**src/rtl/cam_cfg_pkg.sv**
```systemverilog
// -----------------------------------------------------------------------------
// cam_cfg_pkg
// Shared definitions for the OV7670 configuration sequencer:
//   - cfg_state_e : sequencer state encoding
//   - CFG_END / CFG_DELAY : table marker entries
//   - OV7670 register address constants used by the configuration table
//   - small constant helpers for counter sizing and terminal counts
// -----------------------------------------------------------------------------
package cam_cfg_pkg;

    typedef enum logic [2:0] {
        ST_STARTUP   = 3'd0,
        ST_FETCH     = 3'd1,
        ST_ISSUE     = 3'd2,
        ST_WAIT_BUSY = 3'd3,
        ST_GAP       = 3'd4,
        ST_DELAY     = 3'd5,
        ST_DONE      = 3'd6,
        ST_ERROR     = 3'd7
    } cfg_state_e;

    // Table markers: neither value is a meaningful register write.
    localparam logic [15:0] CFG_END   = 16'hFFFF;
    localparam logic [15:0] CFG_DELAY = 16'hFFF0;

    // OV7670 register addresses
    localparam logic [7:0] REG_VREF   = 8'h03;
    localparam logic [7:0] REG_COM3   = 8'h0C;
    localparam logic [7:0] REG_CLKRC  = 8'h11;
    localparam logic [7:0] REG_COM7   = 8'h12;
    localparam logic [7:0] REG_HSTART = 8'h17;
    localparam logic [7:0] REG_HSTOP  = 8'h18;
    localparam logic [7:0] REG_VSTART = 8'h19;
    localparam logic [7:0] REG_VSTOP  = 8'h1A;
    localparam logic [7:0] REG_HREF   = 8'h32;
    localparam logic [7:0] REG_TSLB   = 8'h3A;
    localparam logic [7:0] REG_COM14  = 8'h3E;
    localparam logic [7:0] REG_COM15  = 8'h40;
    localparam logic [7:0] REG_RGB444 = 8'h8C;

    function automatic logic [15:0] cfg_entry(input logic [7:0] addr, input logic [7:0] data);
        return {addr, data};
    endfunction

    // Terminal count for an N-cycle wait that starts counting at 0.
    // A requested length of 0 still spends one cycle in the waiting state.
    function automatic int last_cnt(input int n);
        return (n > 1) ? n - 1 : 0;
    endfunction

    function automatic int max_int(input int a, input int b);
        return (a > b) ? a : b;
    endfunction

endpackage

```
**src/rtl/cam_config_rom.sv**
```systemverilog
// -----------------------------------------------------------------------------
// cam_config_rom
// Combinational OV7670 configuration table: soft reset, settle delay, then an
// RGB565 / QVGA register set, terminated by an end marker. Any index beyond
// the table returns the end marker.
// Ports:
//   index : table index (IDX_W bits)
//   entry : 16-bit {address, data}, or CFG_DELAY / CFG_END marker
// -----------------------------------------------------------------------------
module cam_config_rom #(
    parameter int IDX_W = 7
) (
    input  logic [IDX_W-1:0] index,
    output logic [15:0]      entry
);
    import cam_cfg_pkg::*;

    always_comb begin
        entry = CFG_END;
        case (int'(index))
            0:       entry = cfg_entry(REG_COM7,   8'h80); // soft reset
            1:       entry = CFG_DELAY;                    // let the sensor settle
            2:       entry = cfg_entry(REG_COM7,   8'h14); // QVGA, RGB output
            3:       entry = cfg_entry(REG_CLKRC,  8'h01);
            4:       entry = cfg_entry(REG_COM15,  8'hD0); // RGB565, full range
            5:       entry = cfg_entry(REG_TSLB,   8'h04);
            6:       entry = cfg_entry(REG_RGB444, 8'h00); // RGB444 off
            7:       entry = cfg_entry(REG_COM3,   8'h00);
            8:       entry = cfg_entry(REG_COM14,  8'h00);
            9:       entry = cfg_entry(REG_HSTART, 8'h16);
            10:      entry = cfg_entry(REG_HSTOP,  8'h04);
            11:      entry = cfg_entry(REG_HREF,   8'h24);
            12:      entry = cfg_entry(REG_VSTART, 8'h02);
            13:      entry = cfg_entry(REG_VSTOP,  8'h7A);
            14:      entry = cfg_entry(REG_VREF,   8'h0A);
            15:      entry = CFG_END;
            default: entry = CFG_END;
        endcase
    end

endmodule

```
**src/rtl/cam_config_sequencer.sv**
```systemverilog
// -----------------------------------------------------------------------------
// cam_config_sequencer
// Walks the OV7670 configuration table and hands each {address, data} pair to
// the SCCB writer with an enable/busy handshake. Waits STARTUP_CYCLES after
// reset, honours delay markers, stops at the end marker (or the last table
// slot) and raises config_done.
//
// Optional feature (macro CAM_CFG_TIMEOUT_EN): a per-write watchdog. If one
// write stays in ISSUE/WAIT_BUSY for BUSY_TIMEOUT cycles, enable is dropped,
// cfg_error latches and the sequencer parks in ERROR until start.
// Without the macro, cfg_error is tied low and busy is waited on forever.
//
// Ports:
//   clk, rst_n   : clock, asynchronous active-low reset
//   start        : pulse; re-runs the table from index 0 (DONE/ERROR only)
//   sccb_busy    : writer busy flag
//   sccb_enable  : write request, held for the whole transaction
//   reg_address  : register address of current write
//   reg_data     : register value of current write
//   config_done  : table fully written
//   cfg_index    : current table index
//   cfg_error    : write timed out
// -----------------------------------------------------------------------------
module cam_config_sequencer #(
    parameter int STARTUP_CYCLES = 1_000_000,
    parameter int GAP_CYCLES     = 256,
    parameter int DELAY_CYCLES   = 250_000,
    parameter int ROM_DEPTH      = 128,
    parameter int IDX_W          = $clog2(ROM_DEPTH),
    parameter int BUSY_TIMEOUT   = 4096
) (
    input  logic             clk,
    input  logic             rst_n,
    input  logic             start,
    input  logic             sccb_busy,
    output logic             sccb_enable,
    output logic [7:0]       reg_address,
    output logic [7:0]       reg_data,
    output logic             config_done,
    output logic [IDX_W-1:0] cfg_index,
    output logic             cfg_error
);
    import cam_cfg_pkg::*;

    // One shared counter serves every wait, so it is sized for the longest.
    localparam int CNT_MAX = max_int(max_int(STARTUP_CYCLES, GAP_CYCLES),
                                     max_int(DELAY_CYCLES, BUSY_TIMEOUT));
    localparam int CNT_W   = $clog2(CNT_MAX + 1);

    cfg_state_e       state_q,  state_d;
    logic [CNT_W-1:0] cnt_q,    cnt_d;
    logic [IDX_W-1:0] idx_q,    idx_d;
    logic             enable_q, enable_d;
    logic [7:0]       addr_q,   addr_d;
    logic [7:0]       data_q,   data_d;
    logic             done_q,   done_d;
`ifdef CAM_CFG_TIMEOUT_EN
    logic             err_q,    err_d;
    logic             timeout_hit;
`endif

    logic [15:0] rom_entry;
    logic        is_last_slot;

    cam_config_rom #(
        .IDX_W (IDX_W)
    ) u_rom (
        .index (idx_q),
        .entry (rom_entry)
    );

    // The final slot ends the run whatever it holds, so the index never wraps.
    assign is_last_slot = (idx_q == IDX_W'(ROM_DEPTH - 1));

`ifdef CAM_CFG_TIMEOUT_EN
    assign timeout_hit = (int'(cnt_q) == last_cnt(BUSY_TIMEOUT));
`endif

    always_comb begin
        state_d  = state_q;
        cnt_d    = cnt_q;
        idx_d    = idx_q;
        enable_d = enable_q;
        addr_d   = addr_q;
        data_d   = data_q;
        done_d   = done_q;
`ifdef CAM_CFG_TIMEOUT_EN
        err_d    = err_q;
`endif
        case (state_q)
            ST_STARTUP: begin
                if (int'(cnt_q) == last_cnt(STARTUP_CYCLES)) begin
                    cnt_d   = '0;
                    state_d = ST_FETCH;
                end else begin
                    cnt_d = cnt_q + CNT_W'(1);
                end
            end
            ST_FETCH: begin
                cnt_d = '0;
                if (rom_entry == CFG_END || is_last_slot) begin
                    done_d  = 1'b1;
                    state_d = ST_DONE;
                end else if (rom_entry == CFG_DELAY) begin
                    state_d = ST_DELAY;
                end else begin
                    // Address/data are latched here and left alone until the
                    // next FETCH, so they never move while enable is high.
                    addr_d   = rom_entry[15:8];
                    data_d   = rom_entry[7:0];
                    enable_d = 1'b1;
                    state_d  = ST_ISSUE;
                end
            end
            ST_ISSUE: begin
                // Busy already high on the first ISSUE cycle counts as the ack.
`ifdef CAM_CFG_TIMEOUT_EN
                cnt_d = cnt_q + CNT_W'(1);
                if (sccb_busy) begin
                    state_d = ST_WAIT_BUSY;
                end else if (timeout_hit) begin
                    enable_d = 1'b0;
                    err_d    = 1'b1;
                    state_d  = ST_ERROR;
                end
`else
                if (sccb_busy) begin
                    state_d = ST_WAIT_BUSY;
                end
`endif
            end
            ST_WAIT_BUSY: begin
                if (!sccb_busy) begin
                    enable_d = 1'b0;
                    idx_d    = idx_q + IDX_W'(1);
                    cnt_d    = '0;
                    state_d  = ST_GAP;
                end
`ifdef CAM_CFG_TIMEOUT_EN
                else if (timeout_hit) begin
                    enable_d = 1'b0;
                    err_d    = 1'b1;
                    state_d  = ST_ERROR;
                end else begin
                    cnt_d = cnt_q + CNT_W'(1);
                end
`endif
            end
            ST_GAP: begin
                if (int'(cnt_q) == last_cnt(GAP_CYCLES)) begin
                    cnt_d   = '0;
                    state_d = ST_FETCH;
                end else begin
                    cnt_d = cnt_q + CNT_W'(1);
                end
            end
            ST_DELAY: begin
                if (int'(cnt_q) == last_cnt(DELAY_CYCLES)) begin
                    cnt_d   = '0;
                    idx_d   = idx_q + IDX_W'(1);
                    state_d = ST_FETCH;
                end else begin
                    cnt_d = cnt_q + CNT_W'(1);
                end
            end
            ST_DONE: begin
                // Re-run skips the power-up settle: the sensor is already up.
                if (start) begin
                    done_d  = 1'b0;
                    idx_d   = '0;
                    state_d = ST_FETCH;
                end
            end
`ifdef CAM_CFG_TIMEOUT_EN
            ST_ERROR: begin
                if (start) begin
                    err_d   = 1'b0;
                    idx_d   = '0;
                    state_d = ST_FETCH;
                end
            end
`endif
            default: begin
                state_d = ST_STARTUP;
                cnt_d   = '0;
            end
        endcase
    end

    always_ff @(posedge clk or negedge rst_n) begin
        if (!rst_n) begin
            state_q  <= ST_STARTUP;
            cnt_q    <= '0;
            idx_q    <= '0;
            enable_q <= 1'b0;
            addr_q   <= 8'h00;
            data_q   <= 8'h00;
            done_q   <= 1'b0;
`ifdef CAM_CFG_TIMEOUT_EN
            err_q    <= 1'b0;
`endif
        end else begin
            state_q  <= state_d;
            cnt_q    <= cnt_d;
            idx_q    <= idx_d;
            enable_q <= enable_d;
            addr_q   <= addr_d;
            data_q   <= data_d;
            done_q   <= done_d;
`ifdef CAM_CFG_TIMEOUT_EN
            err_q    <= err_d;
`endif
        end
    end

    assign sccb_enable = enable_q;
    assign reg_address = addr_q;
    assign reg_data    = data_q;
    assign config_done = done_q;
    assign cfg_index   = idx_q;
`ifdef CAM_CFG_TIMEOUT_EN
    assign cfg_error   = err_q;
`else
    assign cfg_error   = 1'b0;
`endif

endmodule

```
**config.mk**
```make
export PLATFORM = sky130hd
export DESIGN_NAME = cam_config_sequencer
export DESIGN_NICKNAME = d
export VERILOG_FILES = /design/src/rtl/cam_cfg_pkg.sv /design/src/rtl/cam_config_rom.sv /design/src/rtl/cam_config_sequencer.sv
export SDC_FILE = /design/constraint.sdc
export NUM_CORES = 1
export LEC_CHECK = 0
export ABC_AREA = 1
export CELL_PAD_IN_SITES_DETAIL_PLACEMENT = 0
export CELL_PAD_IN_SITES_GLOBAL_PLACEMENT = 1
export CORE_ASPECT_RATIO = 1.75
export CORE_MARGIN = 5
export CORE_UTILIZATION = 45
export CTS_CLUSTER_DIAMETER = 60
export DETAILED_ROUTE_END_ITERATION = 8
export MAX_ROUTING_LAYER = met4
export PLACE_DENSITY_LB_ADDON = 0.1
export SLEW_MARGIN = 20
export SYNTH_ARGS = -nofsm -noshare
export SYNTH_HDL_FRONTEND = slang
export SYNTH_SLANG_ARGS = --single-unit
```
**constraint.sdc**
```tcl
create_clock -name clk -period 3.4 [get_ports clk]
set_input_delay 0.34 -clock clk [delete_from_list [all_inputs] [get_ports clk]]
set_output_delay 0.34 -clock clk [all_outputs]
set_load 0.01 [all_outputs]
```
Figure 1. The metal 1 layer.
Scale bar: 20 um. Supply wires on this layer in grey.
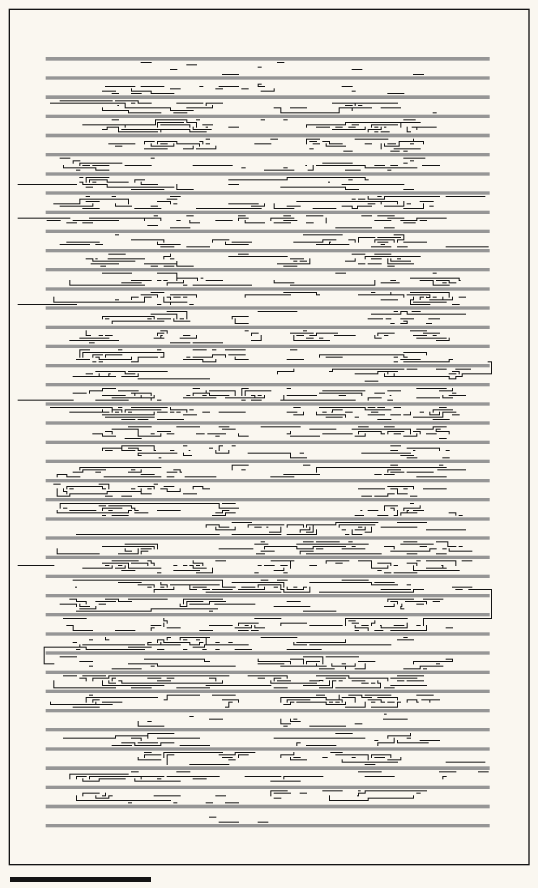
share of all routed wire: 35%
nets with wire on the layer: 468
main direction: horizontal
wire length on this layer: 3250 um
longest straight run: 22.5 um

Figure 2. Signal wires on met2.
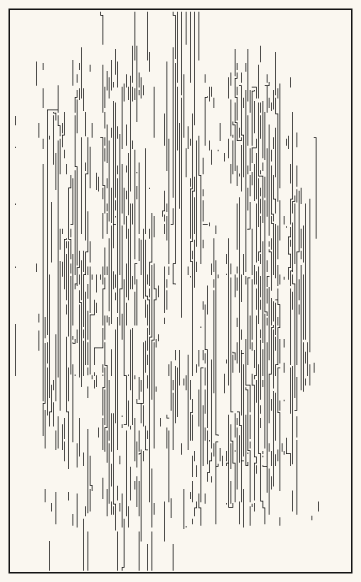
wire length on this layer: 5230 um
nets with wire on the layer: 422
main direction: vertical
share of all routed wire: 57%

==> impl_metrics.json <==
{
  "required_ns": 3.58,
  "pre_cts_ws_ns": 0.779,
  "crit_chain": "inv_1 > ha_1 > inv_1 > nand2_1 > nand3_1 > nand3_1 > nand3_1 > nor2_1 > o21ai_4 > nand2_4 > nand2_1 > nand2_1",
  "area_growth_pct": 15.4,
  "grt_usage": 0.228,
  "yosys-top-cells-area": "dfrtp_1 38%, nand2_1 16%, nand3_1 9.4%",
  "ff_type": "dfrtp_1",
  "rows": 40,
  "yosys.area.top_type": "dfrtp_1",
  "worst_pin_slew_ns": 0.566,
  "dp_cells": 570,
  "cts_made_buffers": 5,
  "warnings": 33,
  "cts_setup_buffers": 0,
  "met1_length_um": 3250,
  "ant_nets": 0,
  "topRoutingLayerUsed": "met4",
  "rr_startpoint": "cfg_index[0]",
  "met2WireLength_um": 5230,
  "grt_max_degree": 31,
  "slew-limit-headroom": 0.620,
  "antenna_found_initial": 0,
  "power_density_nw_per_um2": 829,
  "yosys_warnings": 0,
  "core_area_um2": 6860,
  "p_leak_nw": 1.73,
  "nets": 507,
  "synth_cells": 464,
  "synth_seq_share": 0.378,
  "place_congestion": 0.940,
  "clk_latency_ns": 0.29,
  "portBuffers": 28,
  "wl_per_cell_um": 15.8,
  "die-area_um2": 8910,
  "worstHoldStart": "reg_address[2]",
  "finClkSkew_ns": 0.00285,
  "initial_utilization": 0.464,
  "vias_per_cell": 5.43,
  "peakVddDrop_mv": 0.507,
  "vias": 3139,
  "end_kind": "flip-flop",
  "cts_htree_levels": 2,
  "rsz0062_at_grt": "no",
  "setup_tns_ns": 0,
  "hold_depth": 2,
  "crit_slowest_cell": "dfrtp_1",
  "synth_top_area_share": 0.378,
  "criticalPathCategory": "reg -> reg",
  "ctsLongestPathBuffers": 2,
  "synth_cell_types": 32,
  "die_h_um": 121,
  "hpwl_um": 7390,
  "status": "finished clean",
  "syn_area_um2": 3180,
  "fill_cells": 702,
  "cp.arrival_ns": 2.82,
  "ff2ff_setup_slack_ns": 0.76,
  "grt_pass1_wl_um": 15300,
  "finalCritPeriodShare": 0.776,
  "totalPowerFinal_mw": 3.04,
  "first_global_vias": 3198,
  "finalWirelength_um": 9160,
  "synthArstFlopShare": 1.00,
  "hp-class": "reg -> reg",
  "n_antenna_cell": 0,
  "cp_max_fo": 17,
  "ys_cells": 464,
  "finalCriticalPeriod_ns": 2.64,
  "fin_cells": 578,
  "die_w_um": 73.5,
  "cap_violations": 0,
  "ys_area_um2": 3180,
  "slew_violations": 0,
  "regToRegEndpoint": "reg_data[5]",
  "mostFrequentLayoutCells": "136 x nand2_1, 60 x nand3_1, 52 x nor2_1",
  "syn_nets": 477,
  "start_kind": "flip-flop"
}
==> synthesized netlist by cell type, drive strengths merged (2+ instances only) <==
master and n:
nor2 55, o211ai 6, or2 2, inv 54, nand3 60, clkbuf 4
a21oi 4, nand4 13, nor4 4, xor2 10, buf 7, ha 9
o21ai 27, dfrtp 48, nor3 17, nand2 137
==> worst max-delay path by stage <==
stage / start / endpoint / slack [ns] / depth (start not counted)
floorplan: cfg_index[0] / reg_address[6] / 1.24 / 13
global route: cfg_index[0] / reg_address[4] / 0.49 / 12
global placement: cfg_index[0] / reg_data[7] / 0.80 / 12
CTS: cfg_index[0] / reg_data[5] / 0.75 / 12
detailed placement: cfg_index[0] / reg_data[5] / 0.78 / 12
finish: cfg_index[0] / reg_data[5] / 0.76 / 12
==> sequential cells by signal, indices dropped and copies added, names as in the netlist <==
| name | flops |
|---|---|
| state_q | 3 |
| reg_address | 8 |
| config_done | 1 |
| reg_data | 8 |
| sccb_enable | 1 |
| cfg_index | 7 |
| cnt_q | 20 |
==> worst min-delay path, cell delays in order, from the launching register on <==
cell	delay (ns)
dfrtp_1	0.34
nand2_1	0.05
nand2_1	0.04
==> final cells by class <==
| type | instances | area, um^2 | share of cell area |
|---|---|---|---|
| clock buffer | 6 | 129 | 0.0351 |
| clock inverter | 1 | 5.00 | 0.00136 |
| inverter | 54 | 203 | 0.0553 |
| multi-input combinational | 351 | 1700 | 0.464 |
| sequential | 48 | 1200 | 0.327 |
| tap | 84 | 105 | 0.0286 |
| timing repair buffer | 34 | 323 | 0.0880 |
==> where the power goes <==
part	leakage (nW)	internal (mW)	switching, mW
sequential	0.623	0.746	0.185
combinational	1.04	0.623	1.01
clock	0.0667	0.268	0.211
total	1.73	1.64	1.40
==> routing by layer <==
layer | GRT usage | up-vias
li1 | - | 1560
met1 | 0.222 | 1489
met2 | 0.419 | 61
met3 | 0.0274 | 29
met4 | 0.127 | 0
met5 | - | -
==> metrics by stage <==
step	instance area, um^2	hold WS, ns	util
after floorplan	3180	0.0444	-
after global placement	3520	0.297	0.514
after detailed placement	3520	0.301	0.514
after CTS	3670	0.474	0.535
after global routing	3670	0.502	0.535
final	3670	0.471	0.535
==> cell families after synthesis <==
group                    after synthesis  synth area share
AND-OR/OR-AND                         40            0.0744
buffers and inverters                 65            0.0862
flip-flops                            48             0.378
adder cells (fa/ha/maj)                9            0.0354
XOR/XNOR                              10            0.0276
AND/OR/NAND/NOR                      291             0.397
other                                  1           0.00118
==> timing repair <==
item,4_1_cts,5_1_grt
resized,0,0
hold buffers,1,0
endpoints found under the hold margin,18,0
Power figures rest on the tool's default switching activity, not on a simulated workload.
